==> src/rtl/branch_resolve_unit_if.sv <==
// Branch-resolution bus between the ID/EX pipeline control and the resolve unit.
// The slave modport is the resolve unit; the master modport is the pipeline/predictor side.
interface branch_resolve_unit_if;
  logic        id_branch_i;
  logic        id_predict_i;
  logic [31:0] id_pc_i;
  logic [31:0] id_target_i;
  logic        stall_i;
  logic        ex_taken_i;
  logic        branch_o;
  logic        update_o;
  logic        result_o;
  logic        flush_o;
  logic [31:0] redirect_pc_o;
  logic [15:0] br_count_o;
  logic [15:0] mis_count_o;

  modport slave (
    input  id_branch_i, id_predict_i, id_pc_i, id_target_i, stall_i, ex_taken_i,
    output branch_o, update_o, result_o, flush_o, redirect_pc_o, br_count_o, mis_count_o
  );

  modport master (
    output id_branch_i, id_predict_i, id_pc_i, id_target_i, stall_i, ex_taken_i,
    input  branch_o, update_o, result_o, flush_o, redirect_pc_o, br_count_o, mis_count_o
  );
endinterface

==> src/rtl/branch_resolve_unit.sv <==
// ID/EX branch holding register plus EX-stage resolution: predictor update strobes,
// mispredict flush with redirect PC, and saturating resolve/mispredict counters.
module branch_resolve_unit (
  input  logic                  clk_i,
  input  logic                  rst_i,
  branch_resolve_unit_if.slave  bus
);

  logic        r_ex_valid;
  logic        r_ex_pred;
  logic [31:0] r_ex_pc_plus4;
  logic [31:0] r_ex_target;
  logic [15:0] r_br_count;
  logic [15:0] r_mis_count;

  logic        w_resolve;
  logic        w_flush;
  logic [31:0] w_redirect;

  // Resolution is purely combinational off the held branch and this cycle's outcome.
  assign w_resolve  = r_ex_valid & ~bus.stall_i;
  assign w_flush    = w_resolve & (bus.ex_taken_i ^ r_ex_pred);
  assign w_redirect = bus.ex_taken_i ? r_ex_target : r_ex_pc_plus4;

  assign bus.branch_o      = w_resolve;
  assign bus.update_o      = w_resolve & bus.ex_taken_i;
  assign bus.result_o      = w_resolve & r_ex_pred;
  assign bus.flush_o       = w_flush;
  assign bus.redirect_pc_o = w_flush ? w_redirect : 32'd0;
  assign bus.br_count_o    = r_br_count;
  assign bus.mis_count_o   = r_mis_count;

  always_ff @(posedge clk_i or negedge rst_i) begin
    if (!rst_i) begin
      r_ex_valid    <= 1'b0;
      r_ex_pred     <= 1'b0;
      r_ex_pc_plus4 <= 32'd0;
      r_ex_target   <= 32'd0;
    end else if (!bus.stall_i) begin
      if (w_flush) begin
        // Wrong-path ID instruction is dropped; only the valid bit matters.
        r_ex_valid <= 1'b0;
      end else begin
        r_ex_valid    <= bus.id_branch_i;
        r_ex_pred     <= bus.id_predict_i;
        r_ex_pc_plus4 <= bus.id_pc_i + 32'd4;
        r_ex_target   <= bus.id_target_i;
      end
    end
  end

  always_ff @(posedge clk_i or negedge rst_i) begin
    if (!rst_i) begin
      r_br_count  <= 16'd0;
      r_mis_count <= 16'd0;
    end else begin
      if (w_resolve && r_br_count != 16'hFFFF)
        r_br_count <= r_br_count + 16'd1;
      if (w_flush && r_mis_count != 16'hFFFF)
        r_mis_count <= r_mis_count + 16'd1;
    end
  end

endmodule

==> src/flat_wrapper.sv <==
// flat-port wrapper written by rule: the top's interface ports become plain ports
module branch_resolve_unit_flat 
  (clk_i, rst_i, bus_id_branch_i, bus_id_predict_i, bus_id_pc_i, bus_id_target_i, bus_stall_i, bus_ex_taken_i, bus_branch_o, bus_update_o, bus_result_o, bus_flush_o, bus_redirect_pc_o, bus_br_count_o, bus_mis_count_o);
  branch_resolve_unit_if bus_i ();
  input  logic clk_i;
  input  logic rst_i;
  input wire logic [$bits(bus_i.id_branch_i)-1:0] bus_id_branch_i;
  input wire logic [$bits(bus_i.id_predict_i)-1:0] bus_id_predict_i;
  input wire logic [$bits(bus_i.id_pc_i)-1:0] bus_id_pc_i;
  input wire logic [$bits(bus_i.id_target_i)-1:0] bus_id_target_i;
  input wire logic [$bits(bus_i.stall_i)-1:0] bus_stall_i;
  input wire logic [$bits(bus_i.ex_taken_i)-1:0] bus_ex_taken_i;
  output wire logic [$bits(bus_i.branch_o)-1:0] bus_branch_o;
  output wire logic [$bits(bus_i.update_o)-1:0] bus_update_o;
  output wire logic [$bits(bus_i.result_o)-1:0] bus_result_o;
  output wire logic [$bits(bus_i.flush_o)-1:0] bus_flush_o;
  output wire logic [$bits(bus_i.redirect_pc_o)-1:0] bus_redirect_pc_o;
  output wire logic [$bits(bus_i.br_count_o)-1:0] bus_br_count_o;
  output wire logic [$bits(bus_i.mis_count_o)-1:0] bus_mis_count_o;
  assign bus_i.id_branch_i = bus_id_branch_i;
  assign bus_i.id_predict_i = bus_id_predict_i;
  assign bus_i.id_pc_i = bus_id_pc_i;
  assign bus_i.id_target_i = bus_id_target_i;
  assign bus_i.stall_i = bus_stall_i;
  assign bus_i.ex_taken_i = bus_ex_taken_i;
  assign bus_branch_o = bus_i.branch_o;
  assign bus_update_o = bus_i.update_o;
  assign bus_result_o = bus_i.result_o;
  assign bus_flush_o = bus_i.flush_o;
  assign bus_redirect_pc_o = bus_i.redirect_pc_o;
  assign bus_br_count_o = bus_i.br_count_o;
  assign bus_mis_count_o = bus_i.mis_count_o;
  branch_resolve_unit u_core (.clk_i(clk_i), .rst_i(rst_i), .bus(bus_i));
endmodule
==> config.mk <==
export PLATFORM = sky130hd
export DESIGN_NAME = branch_resolve_unit_flat
export DESIGN_NICKNAME = d
export VERILOG_FILES = /design/src/rtl/branch_resolve_unit_if.sv /design/src/rtl/branch_resolve_unit.sv /design/src/flat_wrapper.sv
export SDC_FILE = /design/constraint.sdc
export NUM_CORES = 1
export LEC_CHECK = 0
export ABC_AREA = 1
export CAP_MARGIN = 25
export CELL_PAD_IN_SITES_DETAIL_PLACEMENT = 0
export CELL_PAD_IN_SITES_GLOBAL_PLACEMENT = 1
export CORE_ASPECT_RATIO = 1.25
export CORE_UTILIZATION = 30
export DETAILED_ROUTE_END_ITERATION = 7
export GPL_TIMING_DRIVEN = 0
export HOLD_SLACK_MARGIN = 0.15
export PLACE_DENSITY = 0.82
export SLEW_MARGIN = 20
export SYNTH_ARGS = -nofsm -noshare
export SYNTH_HDL_FRONTEND = slang
export SYNTH_SLANG_ARGS = --single-unit
==> constraint.sdc <==
create_clock -name clk_i -period 1.69 [get_ports clk_i]
set_input_delay 0.2535 -clock clk_i [delete_from_list [all_inputs] [get_ports clk_i]]
set_output_delay 0.2535 -clock clk_i [all_outputs]
set_load 0.01 [all_outputs]
Figure 1. Metal 1.
Bar = 50 µm. Cells faint in the background.
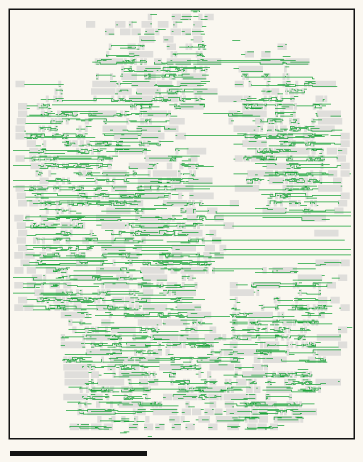
The wires run mostly horizontal. 952 nets have wire on it. The layer carries 7710 µm of wire.

Figure 2. M2 wires.
Bar = 50 µm. Cells faint in the background.
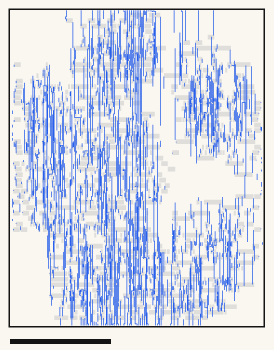
The layer carries 8820 µm of wire. The longest straight run is 69.0 µm. The wires run mostly vertical. The layer holds 51% of the routed length.

==> CHANGELOG.md <==
### Metrics

- Outcome: complete, but fails checks
- Violated checks: design-rule violations, negative setup slack
- Dominant logic cell types in the final layout: nand2_1, clkdlybuf4s50_1, dfrtp_1, nor2_1, inv_1
- Design area: 8170 µm²
- Yosys cell types: 34
- Initial core utilization: 30.5%
- First-pass GRT wire length: 28000 µm
- Setup Skew: 11.7 ps
- Seq share, synth: 43.0%
- Worst EP required: 1440 ps
- Final setup vio count: 31
- AND-OR/OR-AND share of the synthesized area: 6.44%
- Log Warnings: 28
- Comb gate area: 3140 µm²
- Post-synth top cells: nand2_1, dfrtp_1, nor2_1
- Largest net degree at the start of global routing: 61
- DR top layer: met4
- Vias: 5651
- Seq power: 2880 µW
- Seq_cells: 98
- Boundary Pins: 138
- H-Tree Level Count: 3
- Met3 wire length: 460 µm
- Kind of critical path: register to primary output
- Pleak: 0.00384 µW
- Slowest stage delay, CP: 340 ps
- Maxcap violations: 0
- Final worst slack: -151 ps
- CTS Buf Count: 9
- Yosys top cell by area: dfrtp_1
- Final hold viol count: 0
- Yosys stat area: 5710 µm²
- Main area contributors: dfrtp_1, nand2_1, nor2_1
- P_comb: 1590 µW
- Final setup TNS: -2650 ps
- Clock power share: 30.6%
- Max FO, Critical Path: 5
- Met1 WL: 7710 µm
- Total power: 6440 µW
- Clk_lat worst skew: 350 ps
- Die W: 125 µm
- Multi-input combinational area share: 38.5%
- Pint: 4430 µW
- Slew Viols, Final: 0
- Crit-path cells: inv_2 -> nor2_4 -> nand3_4 -> buf_12 -> buf_12 -> buf_6 -> nor2_4 -> buf_6
- Die Size: 19600 µm²
- DR DRC count: 5
- Gr ovfl total: 0
- Clock buffers: 9
- WL/cell: 13.9 µm
Power and IR drop assume default switching activity.
